$ cat src/rtl/baser_257b_flow_distributor_pkg.sv
// ----------------------------------------------------------------------------
// baser_257b_flow_distributor_pkg
// Shared constants and types for the 257b flow distributor and its scrambler.
//   TC_WIDTH            width of one transcoded block (1b header + 256b payload)
//   SCR_WIDTH           self-synchronous scrambler state width
//   SCR_TAP_A/SCR_TAP_B polynomial taps of 1 + x^39 + x^58
//   CNT_WIDTH           width of the delivered-pair counter
//   flow_state_e        EMPTY = no half-pair held, HALF = flow-0 block held
// ----------------------------------------------------------------------------
package baser_257b_flow_distributor_pkg;

   localparam int TC_WIDTH  = 257;
   localparam int SCR_WIDTH = 58;
   localparam int SCR_TAP_A = 39;
   localparam int SCR_TAP_B = 58;
   localparam int CNT_WIDTH = 32;

   localparam logic [SCR_WIDTH-1:0] SCR_SEED_DEFAULT = 58'h3FF_FFFF_FFFF_FFFF;

   typedef logic [TC_WIDTH-1:0]  tc_block_t;
   typedef logic [SCR_WIDTH-1:0] scr_state_t;
   typedef logic [CNT_WIDTH-1:0] pair_count_t;

   typedef enum logic {
      EMPTY = 1'b0,
      HALF  = 1'b1
   } flow_state_e;

endpackage

$ cat src/rtl/baser_257b_flow_distributor_if.sv
// ----------------------------------------------------------------------------
// baser_257b_flow_distributor_if
// Groups the input block stream, the control strobes and the paired output
// stream of the flow distributor. Signal names carry the direction as seen
// from the distributor (i_ = into it, o_ = out of it).
//   slave  : view used by the distributor itself
//   master : view used by whatever feeds and drains it
// ----------------------------------------------------------------------------
interface baser_257b_flow_distributor_if;
   import baser_257b_flow_distributor_pkg::*;

   tc_block_t   i_tc_block;
   logic        i_tc_valid;
   logic        o_tc_ready;
   logic        i_scr_bypass;
   logic        i_clear;
   tc_block_t   o_flow_0;
   tc_block_t   o_flow_1;
   logic        o_valid;
   logic        i_ready;
   pair_count_t o_pair_count;

   modport slave (
      input  i_tc_block, i_tc_valid, i_scr_bypass, i_clear, i_ready,
      output o_tc_ready, o_flow_0, o_flow_1, o_valid, o_pair_count
   );

   modport master (
      output i_tc_block, i_tc_valid, i_scr_bypass, i_clear, i_ready,
      input  o_tc_ready, o_flow_0, o_flow_1, o_valid, o_pair_count
   );

endinterface

$ cat src/rtl/baser_257b_scrambler.sv
// ----------------------------------------------------------------------------
// baser_257b_scrambler
// Purely combinational self-synchronous scrambler, 1 + x^39 + x^58, applied
// over one whole block, bit 0 first.
//   data_in   block to scramble
//   state_in  scrambler state before this block
//   data_out  scrambled block
//   state_out scrambler state after this block (caller decides whether to keep)
// ----------------------------------------------------------------------------
module baser_257b_scrambler
   import baser_257b_flow_distributor_pkg::*;
(
   input  tc_block_t  data_in,
   input  scr_state_t state_in,
   output tc_block_t  data_out,
   output scr_state_t state_out
);

   scr_state_t shift;
   logic       fb;

   // Unrolled per-bit scrambling: each output bit is fed straight back into
   // the shift register, which is what makes the descrambler self-synchronising.
   always_comb begin
      shift    = state_in;
      fb       = 1'b0;
      data_out = '0;
      for (int k = 0; k < TC_WIDTH; k++) begin
         fb          = data_in[k] ^ shift[SCR_TAP_A-1] ^ shift[SCR_TAP_B-1];
         data_out[k] = fb;
         shift       = {shift[SCR_WIDTH-2:0], fb};
      end
      state_out = shift;
   end

endmodule

$ cat src/rtl/baser_257b_flow_distributor.sv
// ----------------------------------------------------------------------------
// baser_257b_flow_distributor
// Splits a 257b transcoded block stream round-robin into two flows (even
// blocks to flow 0, odd to flow 1), scrambles each flow with its own
// scrambler and presents each flow-0/flow-1 pair on a registered output.
//   clk    single clock
//   i_rst  asynchronous active-high reset
//   bus    input stream (i_tc_*), bypass/clear strobes, paired output stream
//          (o_flow_0/1, o_valid, i_ready) and the delivered-pair counter
// ----------------------------------------------------------------------------
module baser_257b_flow_distributor
   import baser_257b_flow_distributor_pkg::*;
#(
   parameter scr_state_t SCR_SEED = SCR_SEED_DEFAULT
)(
   input  logic                          clk,
   input  logic                          i_rst,
   baser_257b_flow_distributor_if.slave  bus
);

   flow_state_e state_q, state_d;
   tc_block_t   hold_q, hold_d;
   tc_block_t   flow_0_q, flow_0_d;
   tc_block_t   flow_1_q, flow_1_d;
   logic        valid_q, valid_d;
   pair_count_t count_q, count_d;
   scr_state_t  scr0_q, scr0_d;
   scr_state_t  scr1_q, scr1_d;

   tc_block_t   scr0_data, scr1_data;
   scr_state_t  scr0_next, scr1_next;
   logic        tc_ready;
   logic        accept;
   logic        take_pair;
   logic        to_flow_0;

   // The input may be taken whenever the output register is empty or is being
   // drained this cycle, so a pair leaves and a new block arrives together.
   // A clear on the same cycle as an accept redirects that block to flow 0.
   assign tc_ready  = !valid_q | bus.i_ready;
   assign accept    = bus.i_tc_valid & tc_ready;
   assign take_pair = valid_q & bus.i_ready;
   assign to_flow_0 = bus.i_clear | (state_q == EMPTY);

   baser_257b_scrambler u_scr0 (
      .data_in   (bus.i_tc_block),
      .state_in  (scr0_q),
      .data_out  (scr0_data),
      .state_out (scr0_next)
   );

   baser_257b_scrambler u_scr1 (
      .data_in   (bus.i_tc_block),
      .state_in  (scr1_q),
      .data_out  (scr1_data),
      .state_out (scr1_next)
   );

   // State register for the pairing FSM and all datapath registers.
   always_ff @(posedge clk or posedge i_rst) begin
      if (i_rst) begin
         state_q  <= EMPTY;
         hold_q   <= '0;
         flow_0_q <= '0;
         flow_1_q <= '0;
         valid_q  <= 1'b0;
         count_q  <= '0;
         scr0_q   <= SCR_SEED;
         scr1_q   <= SCR_SEED;
      end else begin
         state_q  <= state_d;
         hold_q   <= hold_d;
         flow_0_q <= flow_0_d;
         flow_1_q <= flow_1_d;
         valid_q  <= valid_d;
         count_q  <= count_d;
         scr0_q   <= scr0_d;
         scr1_q   <= scr1_d;
      end
   end

   // Next-state logic: every accepted block toggles between the two halves of
   // a pair; a clear without an accept simply abandons the held half.
   always_comb begin
      state_d = state_q;
      if (accept) begin
         state_d = to_flow_0 ? HALF : EMPTY;
      end else if (bus.i_clear) begin
         state_d = EMPTY;
      end
   end

   // Output/datapath logic: a flow-0 block is parked in the hold register, a
   // flow-1 block completes the pair and loads the output register. Scrambler
   // states advance only for their own flow and only when not bypassed.
   always_comb begin
      hold_d   = hold_q;
      flow_0_d = flow_0_q;
      flow_1_d = flow_1_q;
      valid_d  = valid_q;
      count_d  = count_q;
      scr0_d   = scr0_q;
      scr1_d   = scr1_q;

      if (bus.i_clear) begin
         hold_d = '0;
      end

      if (accept && to_flow_0) begin
         hold_d = bus.i_scr_bypass ? bus.i_tc_block : scr0_data;
         if (!bus.i_scr_bypass) begin
            scr0_d = scr0_next;
         end
      end

      if (accept && !to_flow_0) begin
         flow_0_d = hold_q;
         flow_1_d = bus.i_scr_bypass ? bus.i_tc_block : scr1_data;
         valid_d  = 1'b1;
         if (!bus.i_scr_bypass) begin
            scr1_d = scr1_next;
         end
      end else if (take_pair) begin
         valid_d = 1'b0;
      end

      if (take_pair) begin
         count_d = count_q + pair_count_t'(1);
      end
   end

   assign bus.o_tc_ready   = tc_ready;
   assign bus.o_flow_0     = flow_0_q;
   assign bus.o_flow_1     = flow_1_q;
   assign bus.o_valid      = valid_q;
   assign bus.o_pair_count = count_q;

endmodule
$ cat src/flat_wrapper.sv
// flat-port wrapper written by rule: the top's interface ports become plain ports
module baser_257b_flow_distributor_flat import baser_257b_flow_distributor_pkg::*;
#(
   parameter scr_state_t SCR_SEED = SCR_SEED_DEFAULT
)
  (clk, i_rst, bus_i_tc_block, bus_i_tc_valid, bus_i_scr_bypass, bus_i_clear, bus_i_ready, bus_o_tc_ready, bus_o_flow_0, bus_o_flow_1, bus_o_valid, bus_o_pair_count);
  baser_257b_flow_distributor_if bus_i ();
  input  logic clk;
  input  logic i_rst;
  input wire logic [$bits(bus_i.i_tc_block)-1:0] bus_i_tc_block;
  input wire logic [$bits(bus_i.i_tc_valid)-1:0] bus_i_tc_valid;
  input wire logic [$bits(bus_i.i_scr_bypass)-1:0] bus_i_scr_bypass;
  input wire logic [$bits(bus_i.i_clear)-1:0] bus_i_clear;
  input wire logic [$bits(bus_i.i_ready)-1:0] bus_i_ready;
  output wire logic [$bits(bus_i.o_tc_ready)-1:0] bus_o_tc_ready;
  output wire logic [$bits(bus_i.o_flow_0)-1:0] bus_o_flow_0;
  output wire logic [$bits(bus_i.o_flow_1)-1:0] bus_o_flow_1;
  output wire logic [$bits(bus_i.o_valid)-1:0] bus_o_valid;
  output wire logic [$bits(bus_i.o_pair_count)-1:0] bus_o_pair_count;
  assign bus_i.i_tc_block = bus_i_tc_block;
  assign bus_i.i_tc_valid = bus_i_tc_valid;
  assign bus_i.i_scr_bypass = bus_i_scr_bypass;
  assign bus_i.i_clear = bus_i_clear;
  assign bus_i.i_ready = bus_i_ready;
  assign bus_o_tc_ready = bus_i.o_tc_ready;
  assign bus_o_flow_0 = bus_i.o_flow_0;
  assign bus_o_flow_1 = bus_i.o_flow_1;
  assign bus_o_valid = bus_i.o_valid;
  assign bus_o_pair_count = bus_i.o_pair_count;
  baser_257b_flow_distributor #(.SCR_SEED(SCR_SEED)) u_core (.clk(clk), .i_rst(i_rst), .bus(bus_i));
endmodule
$ cat config.mk
export PLATFORM = sky130hd
export DESIGN_NAME = baser_257b_flow_distributor_flat
export DESIGN_NICKNAME = d
export VERILOG_FILES = /design/src/rtl/baser_257b_flow_distributor_pkg.sv /design/src/rtl/baser_257b_flow_distributor_if.sv /design/src/rtl/baser_257b_scrambler.sv /design/src/rtl/baser_257b_flow_distributor.sv /design/src/flat_wrapper.sv
export SDC_FILE = /design/constraint.sdc
export NUM_CORES = 2
export LEC_CHECK = 0
export CAP_MARGIN = 40
export CORE_ASPECT_RATIO = 2
export CORE_UTILIZATION = 38
export DETAILED_ROUTE_END_ITERATION = 16
export GPL_TIMING_DRIVEN = 0
export SYNTH_ARGS = -nofsm -noshare
export SYNTH_HDL_FRONTEND = slang
export SYNTH_SLANG_ARGS = --single-unit
$ cat constraint.sdc
create_clock -name clk -period 98.3 [get_ports clk]
set_input_delay 19.66 -clock clk [delete_from_list [all_inputs] [get_ports clk]]
set_output_delay 19.66 -clock clk [all_outputs]
set_load 0.01 [all_outputs]
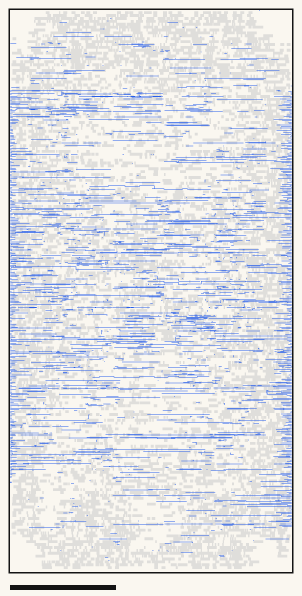
*Metal 3*
The bar under the picture is 100 um long. Cells faint in the background.
The wires run mostly horizontal. The layer holds 6.5% of the routed length. The longest straight run is 119 um.
sum of routed wire length over all layers: 307,200 um
number of vias after detailed routing: 45,287
met3 global-route usage: 7.496%

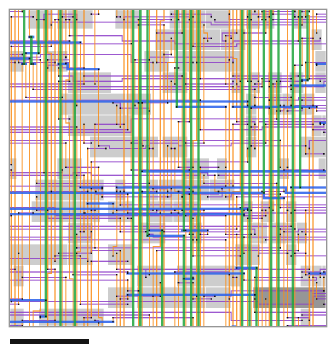
*A small window of the routed layout*
The bar under the picture is 10 um long. Region (179, 112) to (219, 152) um. Cells in grey, sequential cells in the stronger grey; small squares are vias.
Key: blue = metal 3; green = metal 4; purple = metal 1; orange = metal 2
Netlist names of flops here include `u_core.hold_q` (1). 76 logic cells have their middle in the window. Most frequent: nor2_1 (21), xnor2_1 (21). Sequential cells in the window: 1.

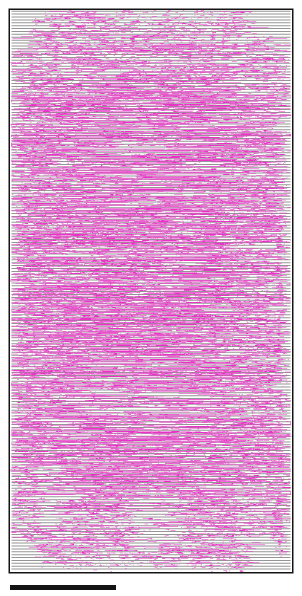
*Metal 1*
The bar under the picture is 100 um long. Supply wires on this layer in grey.
The wires run mostly horizontal. The layer holds 35% of the routed length. The layer carries 108 mm of wire.

==> results.txt <==
run metrics: RSZ-0062 raised after global routing=no, overall overflow remaining after global route=0, Yosys top cell by area=sky130_fd_sc_hd__dfrtp_1, CTS Buffer Depth=3, count of library flops with an enable pin=0, clock network latency to the later pin of the worst-skew pair=730 ps, maximum fanout along the worst path=5, number of violations reported at the end of detailed-routing iteration 0=approximately 4,500, combined global-route utilization of all metal layers=43.44%, met1 Resource Use GR=47.55%, Max Clock Skew=40.93 ps, portion of the post-synthesis area used by sequential elements=between 40% and 50%, top cells by count, synth=sky130_fd_sc_hd__nand2_1 (1,343), sky130_fd_sc_hd__xnor2_1 (960), sky130_fd_sc_hd__dfrtp_1 (805), sky130_fd_sc_hd__o21ai_0 (518), sky130_fd_sc_hd__nor2_1 (357), cts hold-fix bufs=0, tally of yosys warning messages=0, slew at the pin closest to its max-slew limit=1069 ps, main area contributors after synthesis=sky130_fd_sc_hd__dfrtp_1 (38%), sky130_fd_sc_hd__xnor2_1 (16%), sky130_fd_sc_hd__nand2_1 (9.6%), number of storage elements in the synthesis netlist=921, Avg Synthesized Cell Area=9.721 um2, die y size=528.8 um, CP Class=in -> out, Min-Delay Path Class=reg -> reg, summed standard-cell area reported by yosys=0.05274 mm2, crit start category=primary input, via count of the first global-routing pass=45,744, Final Hold Violating Endpoints=0, outcome=completed, row cnt=roughly 190, number of cells in the yosys synthesis report=5,425, number of post-CTS setup repair buffers=0, DP HPWL=257,500 um, number of pins exceeding their max-slew limit in the final report=0, most instantiated flip-flop cell in the synthesis netlist=sky130_fd_sc_hd__dfrtp_1, WP data arrival=21,340 ps, clock transition at the register clock pins on the worst setup and hold paths after CTS=70 ps, layout overhead on the synthesized area=27.81%, Root Driver=sky130_fd_sc_hd__clkbuf_16, FP Core Util=38.25%, Synth async-reset ratio=100.0%, total of fill cells in the finished design=13,231, global-route wire length before repair=403,400 um, Port Buf Inserts=700, DRC violations left=0, initial antenna violation count=38, setup TNS=0 ps, OpenROAD warning count=47, TritonCTS buffer count=88, Pre-antenna DRT Iters=5, number of endpoints failing setup at the final stage=0, ratio of cells with drive above 1 in the final layout=a little under a tenth, post-DR vias/cell=roughly 5.4, maximum number of pins on one net before global-route repair=126, cell resize tally after clock tree synthesis=0, post-layout period usage of the worst path=a little over two fifths, post-synthesis instance area=0.05274 mm2, GRT met2 Usage=~70%, number of instances in the synthesized netlist=5,425, I/O pins=between 800 and 900, H-tree depth=3, count of unique library cells instantiated by Yosys=49, crit end category=output pin, clock period minus worst slack=41,000 ps, final weighted congestion in routability-driven placement=1.054, Critical Path RT=a little under 80,000 ps, area of the core=0.1379 mm2, remaining number of nets flagged by the antenna check after routing=0, number of nets at floorplan=5,689, Max Cap Violations=0, worst hold margin=456.6 ps, area fraction of the dominant cell type after synthesis=approximately two fifths, clock tree from TritonCTS=built, Num Clock Sinks=a little over 900, worst-case headroom to the max-slew limit=between 20 and 30%, most numerous cell in the Yosys netlist=sky130_fd_sc_hd__nand2_1, Post-layout nets=6,687, Die Wd=265.4 um, timing-limited maximum frequency=24.39 MHz
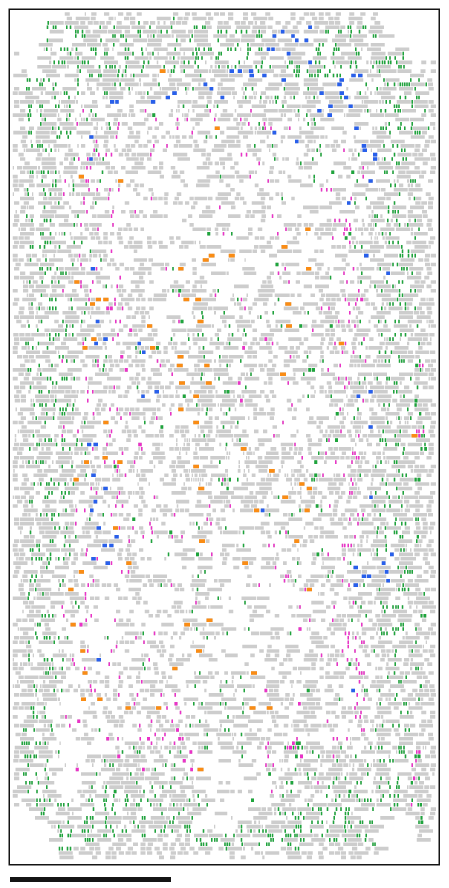
*Selected gate families*
The bar under the picture is 100 um long.
Key: blue = AND-OR and OR-AND gates [cells 83]; magenta = NOR gates [cells 388, where spread over the die]; green = NAND gates [cells 1,400, where spread over the die]; orange = multiplexers [cells 72]
commonest non-fill, non-tap cell in the layout: sky130_fd_sc_hd__nand2_1
multi-input gate share of the layout cell area: 41.46%
non-filler instance count after layout: 8,364

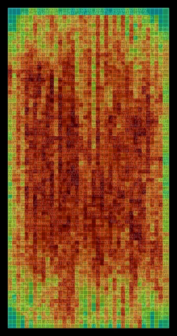
*Congestion heat map*
most heavily used metal layer in global routing: met2
routed wirelength normalized by instance count: 36.72 um

-- cell families (layout without fill, tap and decap cells) --
family,Yosys count,count (layout),share of synthesized area (%)
buf+inv,410,1480,3.087
simple gates,1805,1805,13.33
flops,921,921,43.98
xor+xnor,1450,1450,30.14
mux,72,72,1.443
compound gates,766,766,7.996
other cells,0,17,0
fa+ha+maj,1,1,0.02372
-- path summary, 6_finish.rpt --
path / from / endpoint / slack (ps) / cells after the start
max in group asynchronous: i_rst / u_core.hold_q[251] / 76660 / 5
max reg2reg: u_core.bus.o_valid / u_core.bus.o_flow_1[141] / 93650 / 10
min: u_core.hold_q[70] / u_core.bus.o_flow_0[70] / 460 / 2
max: bus_i_ready / bus_o_tc_ready / 57300 / 3
min in group asynchronous: i_rst / u_core.bus.o_flow_0[92] / 19420 / 2
min reg2reg: u_core.hold_q[70] / u_core.bus.o_flow_0[70] / 460 / 2
-- metal layers --
metal / vias to the layer above / wire length [um]
met1: 22499 / 108200
met3: 851 / 20000
met5: - / 163
met4: 26 / 37450
li1: 19317 / -
met2: 2594 / 141400
-- critical path: stages --
cell                              delay (ps)
sky130_fd_sc_hd__clkdlybuf4s50_1         490
sky130_fd_sc_hd__nand2b_1                510
sky130_fd_sc_hd__clkdlybuf4s50_1         660
-- placed cells by master (no fill, tap or decap), types with 99 or more instances in the layout --
master | netlist | routed
sky130_fd_sc_hd__xnor3_1 | 142 | 142
sky130_fd_sc_hd__nand2_1 | 1343 | 1343
sky130_fd_sc_hd__clkbuf_1 | 324 | 342
sky130_fd_sc_hd__buf_4 | 5 | 99
sky130_fd_sc_hd__clkdlybuf4s50_1 | 0 | 700
sky130_fd_sc_hd__nor2_1 | 357 | 355
sky130_fd_sc_hd__dfrtp_1 | 805 | 805
sky130_fd_sc_hd__o21ai_0 | 518 | 518
sky130_fd_sc_hd__xor2_1 | 253 | 252
sky130_fd_sc_hd__xnor2_1 | 960 | 958
sky130_fd_sc_hd__dfstp_2 | 116 | 116
-- per-stage QoR --
stage	util [%]	cells	setup WS (ps)	instance area [um2]
finish	48.88	8364	57300	67400
global route	48.86	8353	57290	67370
CTS	48.81	8342	57280	67300
detailed placement	46.68	8180	57290	64370
global placement	45.01	7977	41190	62060
floorplan	-	5425	52940	52740
-- registers in the layout, summed over array words and instances (netlist names) --
register                 count
u_core.scr1_q               58
u_core.bus.o_pair_count     32
u_core.scr0_q               58
u_core.state_q               1
u_core.bus.o_flow_1        257
u_core.bus.o_flow_0        257
u_core.bus.o_valid           1
u_core.hold_q              257
-- area by class of cell --
class	instances	area [um2]	area share, %
repair buffers	908	9323	13.83
clock buffers	125	2515	3.731
flip-flops and latches	921	23190	34.41
inverters	9	41.29	0.06126
well taps	1852	2317	3.438
multi-input cells	4094	27950	41.46
clock inverters	37	416.7	0.6182
plain buffers	401	1607	2.384
diodes	17	42.54	0.06311
